<file path="src/rtl/writeback_if.sv">
// Writeback port bundle: instruction handshake in, load data in,
// register-file write port and timeout flag out.
//
// Handshake: the upstream stage holds in_valid and its payload stable until
// in_ready is seen high; an instruction is taken on the rising edge where
// in_valid && in_ready are both 1. While in_ready is low the payload is ignored.
// mem_rvalid/mem_rdata are sampled only while a load is being completed.
interface writeback_if #(
  parameter int DW = 32,
  parameter int AW = 5
);
  logic          in_valid;
  logic          in_ready;
  logic [5:0]    opcode;
  logic [AW-1:0] rs_addr;
  logic [AW-1:0] rt_addr;
  logic [DW-1:0] alu_out;
  logic [DW-1:0] ra;
  logic          mem_rvalid;
  logic [DW-1:0] mem_rdata;
  logic          wr_en;
  logic [AW-1:0] wr_addr;
  logic [DW-1:0] wr_data;
  logic          mem_timeout;

  modport master (
    output in_valid, opcode, rs_addr, rt_addr, alu_out, ra, mem_rvalid, mem_rdata,
    input  in_ready, wr_en, wr_addr, wr_data, mem_timeout
  );

  modport slave (
    input  in_valid, opcode, rs_addr, rt_addr, alu_out, ra, mem_rvalid, mem_rdata,
    output in_ready, wr_en, wr_addr, wr_data, mem_timeout
  );
endinterface

</file>
<file path="src/rtl/writeback_unit.sv">
// Writeback stage: decodes the instruction class, drives a registered
// register-file write one cycle after acceptance, and waits (bounded) for
// load data when it is not available at acceptance time.
module writeback_unit #(
  parameter int DW          = 32,
  parameter int AW          = 5,
  parameter int LINK_REG    = 2**AW-1,
  parameter int MEM_TIMEOUT = 15
) (
  input  logic         clk,
  input  logic         rst_n,
  writeback_if.slave   bus,
  output logic         fsm_state
);

  typedef enum logic {IDLE = 1'b0, WAIT_MEM = 1'b1} state_t;

  localparam logic [AW-1:0] LINK_ADDR = AW'(LINK_REG);
  // Last count value before the wait limit is reached.
  localparam logic [7:0]    CNT_LAST  = 8'(MEM_TIMEOUT - 1);

  state_t        state_q, state_d;
  logic [7:0]    cnt_q, cnt_d;
  logic [AW-1:0] ld_addr_q, ld_addr_d;
  logic          wr_en_q, wr_en_d;
  logic [AW-1:0] wr_addr_q, wr_addr_d;
  logic [DW-1:0] wr_data_q, wr_data_d;
  logic          tmo_q, tmo_d;
  logic          rdy_q;

  logic [1:0] op_class;
  logic [3:0] op_funct;
  logic       is_alu, is_link, is_load, xfer;

  assign op_class = bus.opcode[5:4];
  assign op_funct = bus.opcode[3:0];
  assign is_alu   = (op_class == 2'b00) && (op_funct != 4'b0010) && (op_funct != 4'b0011);
  assign is_link  = (op_class == 2'b11) && (op_funct == 4'b1001);
  assign is_load  = (op_class == 2'b01) && (op_funct == 4'b0000);

  // rdy_q keeps in_ready low during reset and raises it on the first clean edge.
  assign bus.in_ready    = rdy_q && (state_q == IDLE);
  assign xfer            = bus.in_valid && bus.in_ready;
  assign bus.wr_en       = wr_en_q;
  assign bus.wr_addr     = wr_addr_q;
  assign bus.wr_data     = wr_data_q;
  assign bus.mem_timeout = tmo_q;
  assign fsm_state       = (state_q == WAIT_MEM);

  // State and output registers; reset abandons any outstanding load.
  always_ff @(posedge clk) begin
    if (!rst_n) begin
      state_q   <= IDLE;
      cnt_q     <= '0;
      ld_addr_q <= '0;
      wr_en_q   <= 1'b0;
      wr_addr_q <= '0;
      wr_data_q <= '0;
      tmo_q     <= 1'b0;
      rdy_q     <= 1'b0;
    end else begin
      state_q   <= state_d;
      cnt_q     <= cnt_d;
      ld_addr_q <= ld_addr_d;
      wr_en_q   <= wr_en_d;
      wr_addr_q <= wr_addr_d;
      wr_data_q <= wr_data_d;
      tmo_q     <= tmo_d;
      rdy_q     <= 1'b1;
    end
  end

  // Next state and next write; the write port returns to zero whenever no write is due.
  always_comb begin
    state_d   = state_q;
    cnt_d     = cnt_q;
    ld_addr_d = ld_addr_q;
    wr_en_d   = 1'b0;
    wr_addr_d = '0;
    wr_data_d = '0;
    tmo_d     = tmo_q;
    case (state_q)
      IDLE: begin
        if (xfer) begin
          if (is_alu) begin
            wr_en_d   = 1'b1;
            wr_addr_d = bus.rs_addr;
            wr_data_d = bus.alu_out;
          end else if (is_link) begin
            wr_en_d   = 1'b1;
            wr_addr_d = LINK_ADDR;
            wr_data_d = bus.ra;
          end else if (is_load) begin
            if (bus.mem_rvalid) begin
              wr_en_d   = 1'b1;
              wr_addr_d = bus.rt_addr;
              wr_data_d = bus.mem_rdata;
            end else begin
              ld_addr_d = bus.rt_addr;
              cnt_d     = '0;
              state_d   = WAIT_MEM;
            end
          end
        end
      end
      WAIT_MEM: begin
        // Data arriving on the limit cycle still wins over the timeout.
        if (bus.mem_rvalid) begin
          wr_en_d   = 1'b1;
          wr_addr_d = ld_addr_q;
          wr_data_d = bus.mem_rdata;
          cnt_d     = '0;
          state_d   = IDLE;
        end else if (cnt_q == CNT_LAST) begin
          tmo_d   = 1'b1;
          cnt_d   = '0;
          state_d = IDLE;
        end else begin
          cnt_d = cnt_q + 8'd1;
        end
      end
      default: state_d = IDLE;
    endcase
  end

endmodule

</file>
<file path="src/flat_wrapper.sv">
// flat-port wrapper written by rule: the top's interface ports become plain ports
module writeback_unit_flat 
#(
  parameter int DW          = 32,
  parameter int AW          = 5,
  parameter int LINK_REG    = 2**AW-1,
  parameter int MEM_TIMEOUT = 15
)
  (clk, rst_n, fsm_state, bus_in_valid, bus_opcode, bus_rs_addr, bus_rt_addr, bus_alu_out, bus_ra, bus_mem_rvalid, bus_mem_rdata, bus_in_ready, bus_wr_en, bus_wr_addr, bus_wr_data, bus_mem_timeout);
  writeback_if #(.DW(DW), .AW(AW)) bus_i ();
  input  logic clk;
  input  logic rst_n;
  output logic fsm_state;
  input wire logic [$bits(bus_i.in_valid)-1:0] bus_in_valid;
  input wire logic [$bits(bus_i.opcode)-1:0] bus_opcode;
  input wire logic [$bits(bus_i.rs_addr)-1:0] bus_rs_addr;
  input wire logic [$bits(bus_i.rt_addr)-1:0] bus_rt_addr;
  input wire logic [$bits(bus_i.alu_out)-1:0] bus_alu_out;
  input wire logic [$bits(bus_i.ra)-1:0] bus_ra;
  input wire logic [$bits(bus_i.mem_rvalid)-1:0] bus_mem_rvalid;
  input wire logic [$bits(bus_i.mem_rdata)-1:0] bus_mem_rdata;
  output wire logic [$bits(bus_i.in_ready)-1:0] bus_in_ready;
  output wire logic [$bits(bus_i.wr_en)-1:0] bus_wr_en;
  output wire logic [$bits(bus_i.wr_addr)-1:0] bus_wr_addr;
  output wire logic [$bits(bus_i.wr_data)-1:0] bus_wr_data;
  output wire logic [$bits(bus_i.mem_timeout)-1:0] bus_mem_timeout;
  assign bus_i.in_valid = bus_in_valid;
  assign bus_i.opcode = bus_opcode;
  assign bus_i.rs_addr = bus_rs_addr;
  assign bus_i.rt_addr = bus_rt_addr;
  assign bus_i.alu_out = bus_alu_out;
  assign bus_i.ra = bus_ra;
  assign bus_i.mem_rvalid = bus_mem_rvalid;
  assign bus_i.mem_rdata = bus_mem_rdata;
  assign bus_in_ready = bus_i.in_ready;
  assign bus_wr_en = bus_i.wr_en;
  assign bus_wr_addr = bus_i.wr_addr;
  assign bus_wr_data = bus_i.wr_data;
  assign bus_mem_timeout = bus_i.mem_timeout;
  writeback_unit #(.DW(DW), .AW(AW), .LINK_REG(LINK_REG), .MEM_TIMEOUT(MEM_TIMEOUT)) u_core (.clk(clk), .rst_n(rst_n), .bus(bus_i), .fsm_state(fsm_state));
endmodule
</file>
<file path="config.mk">
export PLATFORM = sky130hd
export DESIGN_NAME = writeback_unit_flat
export DESIGN_NICKNAME = d
export VERILOG_FILES = /design/src/rtl/writeback_if.sv /design/src/rtl/writeback_unit.sv /design/src/flat_wrapper.sv
export SDC_FILE = /design/constraint.sdc
export NUM_CORES = 1
export LEC_CHECK = 0
export CORE_MARGIN = 5
export CORE_UTILIZATION = 39
export DETAILED_ROUTE_END_ITERATION = 7
export PLACE_DENSITY = 0.85
export SLEW_MARGIN = 20
export SYNTH_ARGS = -nofsm -noshare
export SYNTH_HDL_FRONTEND = slang
export SYNTH_SLANG_ARGS = --single-unit
</file>
<file path="constraint.sdc">
create_clock -name clk -period 2.4 [get_ports clk]
set_input_delay 0.48 -clock clk [delete_from_list [all_inputs] [get_ports clk]]
set_output_delay 0.48 -clock clk [all_outputs]
set_load 0.05 [all_outputs]
</file>
Figure 1. Clock nets.
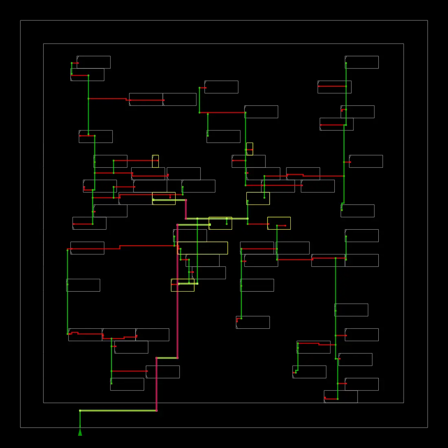
Clk power: 581 uW
final setup skew: 0.00595 ns
clk sinks: 54
TritonCTS Buffers: 5
number of clock buffers in the layout: 7

Figure 2. Routed metal, one colour a layer.
Bar = 20 um. Only two layers are drawn.
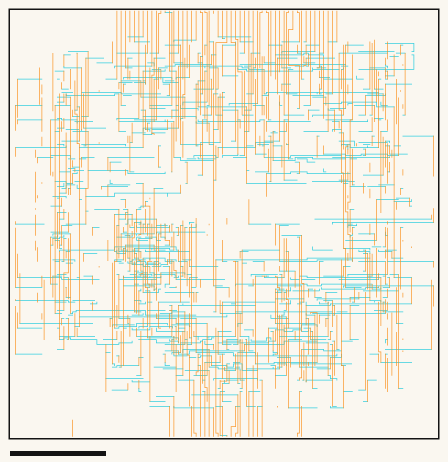
Key: cyan = metal 1 [wire length 2680 um]; orange = metal 2 [wire length 3990 um]
vias post-DR: 2494
detailed-route wire length: 7580 um

==> results.txt <==
State of the implementation.

- Counting flops with a built-in enable in the synthesized netlist gives 0.
- Summing the areas of all and, or, nand and nor instances in the mapped netlist gives 17.6% of the synthesized area.
- The script computed a power per unit cell area of around 440 nW/um2.
- In the final report, the number of endpoints failing setup comes to 0.
- The total global routing overflow is 0, for reference.
- Per the synthesis report, the number of distinct cell types is about 40.
- Clock latency on the worst-skew pair, taken at its later pin, is between 0.2 and 0.3 ns.
- The peak supply drop is around 0.00028 V, for reference.
- The final weighted congestion of routability-driven global placement is between 0.8 and 0.9, for reference.
- The via count of the first global-routing pass is about 2500, for reference.
- The arithmetic-cell share of the synthesized area counting full adders, half adders and majority gates is approximately 1.0%, for reference.
- The total die area is between 7000 and 8000 um2, for reference.
- The synthesized-area fraction occupied by xor and xnor cells is less than 1%, for reference.
- The first detailed-routing pass took 4 iterations.
- The AND-OR/OR-AND share of the synthesized area is 16.3%, for reference.
- The slew of the pin with the lowest slew margin is ~0.53 ns, for reference.
- Data on the critical path is required at its endpoint by 1.92 ns.
- According to the floorplan report, the placeable core area is between 6000 and 7000 um2.
- The overall global routing resource usage is a little under a fifth, for reference.
- The capturing element type of the critical path is an output pin, for reference.
- The sum of negative setup slack is 0 ns, for reference.
- Per the cell usage report, the commonest logic cells after layout are clkdlybuf4s50_1 (156), dfxtp_1 (54), nand2_1 (45).
- The leakage power is between 1.5 and 2 nW, for reference.
- The first-iteration detailed-routing DRC count is between 60 and 70, for reference.
- The half-perimeter wire length after placement is between 6000 and 7000 um, for reference.
- Counting along the longest clock path gives a buffer depth of 2.
- Per the final timing report, the hold violations number 0.
- The post-place instance area is between 4000 and 5000 um2, for reference.
- The slew check shows that the tightest pin keeps a relative margin of between 60% and 70%.
- Per the OpenROAD floorplan log, the width of the die is 89.4 um.
- The die outline height is ~90 um, for reference.
- STA classifies the critical path startpoint as a flip-flop.
- Entering global routing, the biggest net connects 34 pins.
- The net count after synthesis is between 300 and 400.
- The startpoint identified for the worst register-to-register timing path is u_core.fsm_state.
- The highest attainable clock frequency is approximately 0.46 GHz, for reference.
- In this run, post-CTS hold repair placed 0 buffers.
- The number of slew-limit violations in the final report is 0, for reference.
- Per the run summary, max-cap violations total 0.
- For the worst flop-to-flop path, the logic depth is 4.
- The H-tree was split into 2 levels.
- The number of warning messages in the logs is 27, for reference.
- Of all cell types, the one taking the most synthesized area is dfxtp_1.
- The remaining routing DRC violations is 0, for reference.
- In the synthesis report, Yosys lists the chip area as 2460 um2.
- The count of port buffers added during placement is between 150 and 200, for reference.
- For this run, the leading register cell type out of synthesis is dfxtp_1.
- After synthesis, flip-flops and latches occupy between 40% and 50% of the total area.
- The timing report shows that the slowest cell on the worst path is clkdlybuf4s50_1.
- The via density per instance is around 5.0, for reference.
- After synthesis, the share of cell area in mux cells is between 10% and 20%.
- The per-instance average area after synthesis is around 9.5 um2, for reference.
- Traced cell by cell, the critical path runs through and2b_1 -> clkdlybuf4s50_1.
- The final timing summary puts the cycle share of the worst path at roughly nine tenths.
- Among the non-sequential cells, simple AND/OR/NAND/NOR gates take the most area.
- In this run the post-CTS setup repair buffer count came out at 0.
- The worst setup slack for register-to-register paths is around 0.85 ns, for reference.
- TritonRoute output was used to compute an average wire per cell of roughly 15 um.
- The routed design could run at a clock period as short as 2.19 ns.
- The critical register-to-register path endpoint is u_core.bus.wr_data[30], for reference.
- Per STA, the startpoint of the critical path is u_core.fsm_state.
- Once the floorplan was initialized, standard cells occupied 39.4% of the core.
- The TritonCTS clock tree is done, for reference.
- The number of antenna violations at the first check in global routing is 0, for reference.
- For reference, the placement row count at floorplan is 29.
- With fillers left out, the area of the finished cells amounts to around 4200 um2.
- The layout summary lists the proportion of cells stronger than drive strength 1 as ~5.5%.
- The maximum single-stage delay on the critical path is 0.81 ns, for reference.
- The netlist area before placement is ~2500 um2, for reference.
- For this design the top-level I/O count stands at roughly 160.
- 0 antenna diodes ended up in the layout.
- The flow ran to the end, and the final reports show no timing, DRC or antenna violations.
- The report shows a maximum critical-path fanout of 7.
- After synthesis, the design contains ~260 cells according to Yosys.
- Data arrives at the worst endpoint at 1.71 ns.
- In the final design database the tool counted roughly 530 nets.
- After technology mapping, the gate count stands at 260.
- The first-pass GRT wire length is ~11000 um, for reference.
- The tightest min-delay check is of the flip-flop to flip-flop type.
- The capture point of the critical path was reported as bus_in_ready.
- The final standard cell utilization of the core is between 60 and 70%, for reference.
- Counting flops with an async set or reset pin after synthesis yields a share of 0%.
- The most common cell after layout, fill and taps aside is clkdlybuf4s50_1, for reference.
- The remaining number of nets flagged by the antenna check after routing is 0, for reference.
- The yosys synthesis warning count is 0, for reference.
- The synthesized flop and latch total is 54, for reference.
- The count of cells resized by post-cts repair is 0, for reference.
- The top cell type's share of synthesized area is roughly 44%, for reference.
- Setup repair after global routing left no endpoint under its margin.
- The layout overhead on the synthesized area is 69.6%, for reference.
Figure 3. Met3 routing.
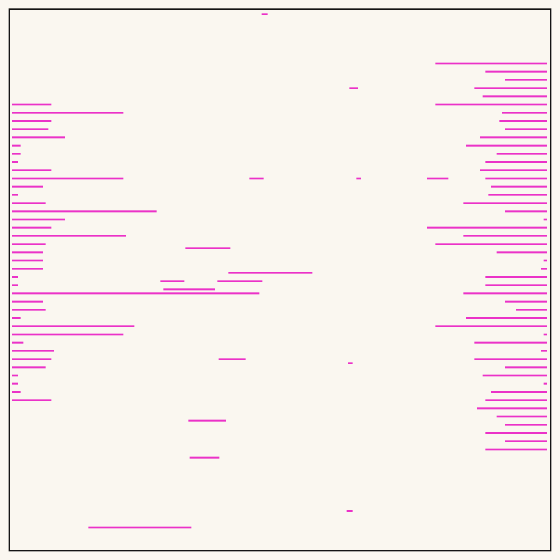
The wires run mostly horizontal. 94 nets have wire on it. The layer holds 11% of the routed length. The longest straight run is 40.7 um.
met3 Usage GRT: 5.44%

## cell families after synthesis
kind of cell               after synthesis
muxes                                   37
and+or+nand+nor                         82
xor gates and xnor gates                 1
buffers and inverters                   17
adders and majority gates                2
DFF                                     54
AOI/OAI and AO/OA                       67
## synth_stat cells (all sizes together), types with 2 or more instances
| cell | count |
|---|---|
| o21ai | 47 |
| a21oi | 4 |
| inv | 3 |
| dfxtp | 54 |
| a31oi | 3 |
| mux2i | 37 |
| and4b | 2 |
| nor2b | 2 |
| nor2 | 8 |
| a311oi | 2 |
| nand4 | 3 |
| nand2b | 2 |
| nand3 | 5 |
| and3 | 3 |
| nor3 | 3 |
| buf | 13 |
| nand2 | 45 |
| ha | 2 |
| nor4 | 2 |
| a211oi | 5 |
| o21a | 2 |
| and2 | 3 |
## critical path, delay by kind of cell, from the launching register on
| family | cells | cell delay, ns |
|---|---|---|
| flops | 1 | 0.37 |
| simple gates | 1 | 0.24 |
| buf+inv | 1 | 0.81 |
## state kept, by name, indices dropped and copies added, names as in the netlist
signal / count
u_core.bus.wr_data: 32
u_core.cnt_q: 8
u_core.bus.wr_addr: 5
u_core.ld_addr_q: 5
u_core.bus.mem_timeout: 1
u_core.bus.wr_en: 1
u_core.fsm_state: 1
u_core.rdy_q: 1
## report_power, final
part / switching, mW / internal [mW] / total (mW)
registers: 0.00305 / 0.904 / 0.907
logic: 0.119 / 0.221 / 0.340
clock network: 0.269 / 0.312 / 0.581
## stage by stage
stage,total power [mW],cells,setup WS [ns],hold WS [ns]
final,1.83,494,0.209,0.467
after global routing,1.92,494,0.138,0.491
after CTS,1.85,494,0.197,0.473
after detailed placement,1.27,486,0.166,0.453
after global placement,1.26,486,0.233,0.447
after floorplan,1.04,260,0.657,0.425
## layer usage
metal  global-route usage [%]  up-vias  wire, um
met1                     18.4     1140      2680
met3                     5.44       12       806
met4                     5.68        0       111
li1                         -     1235         -
met5                        0        -         0
met2                     35.3      107      3990
## worst min path at each step
stage          slack (ns)                     end                   start  cells after the start
6_report             0.47  u_core.bus.mem_timeout  u_core.bus.mem_timeout                      1
5_1_grt              0.49  u_core.bus.mem_timeout  u_core.bus.mem_timeout                      1
4_1_cts              0.47  u_core.bus.mem_timeout  u_core.bus.mem_timeout                      1
3_5_place_dp         0.45  u_core.bus.mem_timeout  u_core.bus.mem_timeout                      1
3_3_place_gp         0.45   u_core.bus.wr_addr[0]     u_core.ld_addr_q[0]                      2
2_1_floorplan        0.42   u_core.bus.wr_addr[0]     u_core.ld_addr_q[0]                      2
## cell type report
| type | count | area (um2) |
|---|---|---|
| Fill cell | 541 | 2070 |
| Timing Repair Buffer | 162 | 1630 |
| Multi-Input combinational cell | 189 | 1240 |
| Sequential cell | 54 | 1080 |
| Tap cell | 77 | 96.3 |
| Clock buffer | 7 | 76.3 |
| Clock inverter | 1 | 30.0 |
| Inverter | 4 | 15.0 |
No activity file was given, so power comes from the tool's default toggle rates.
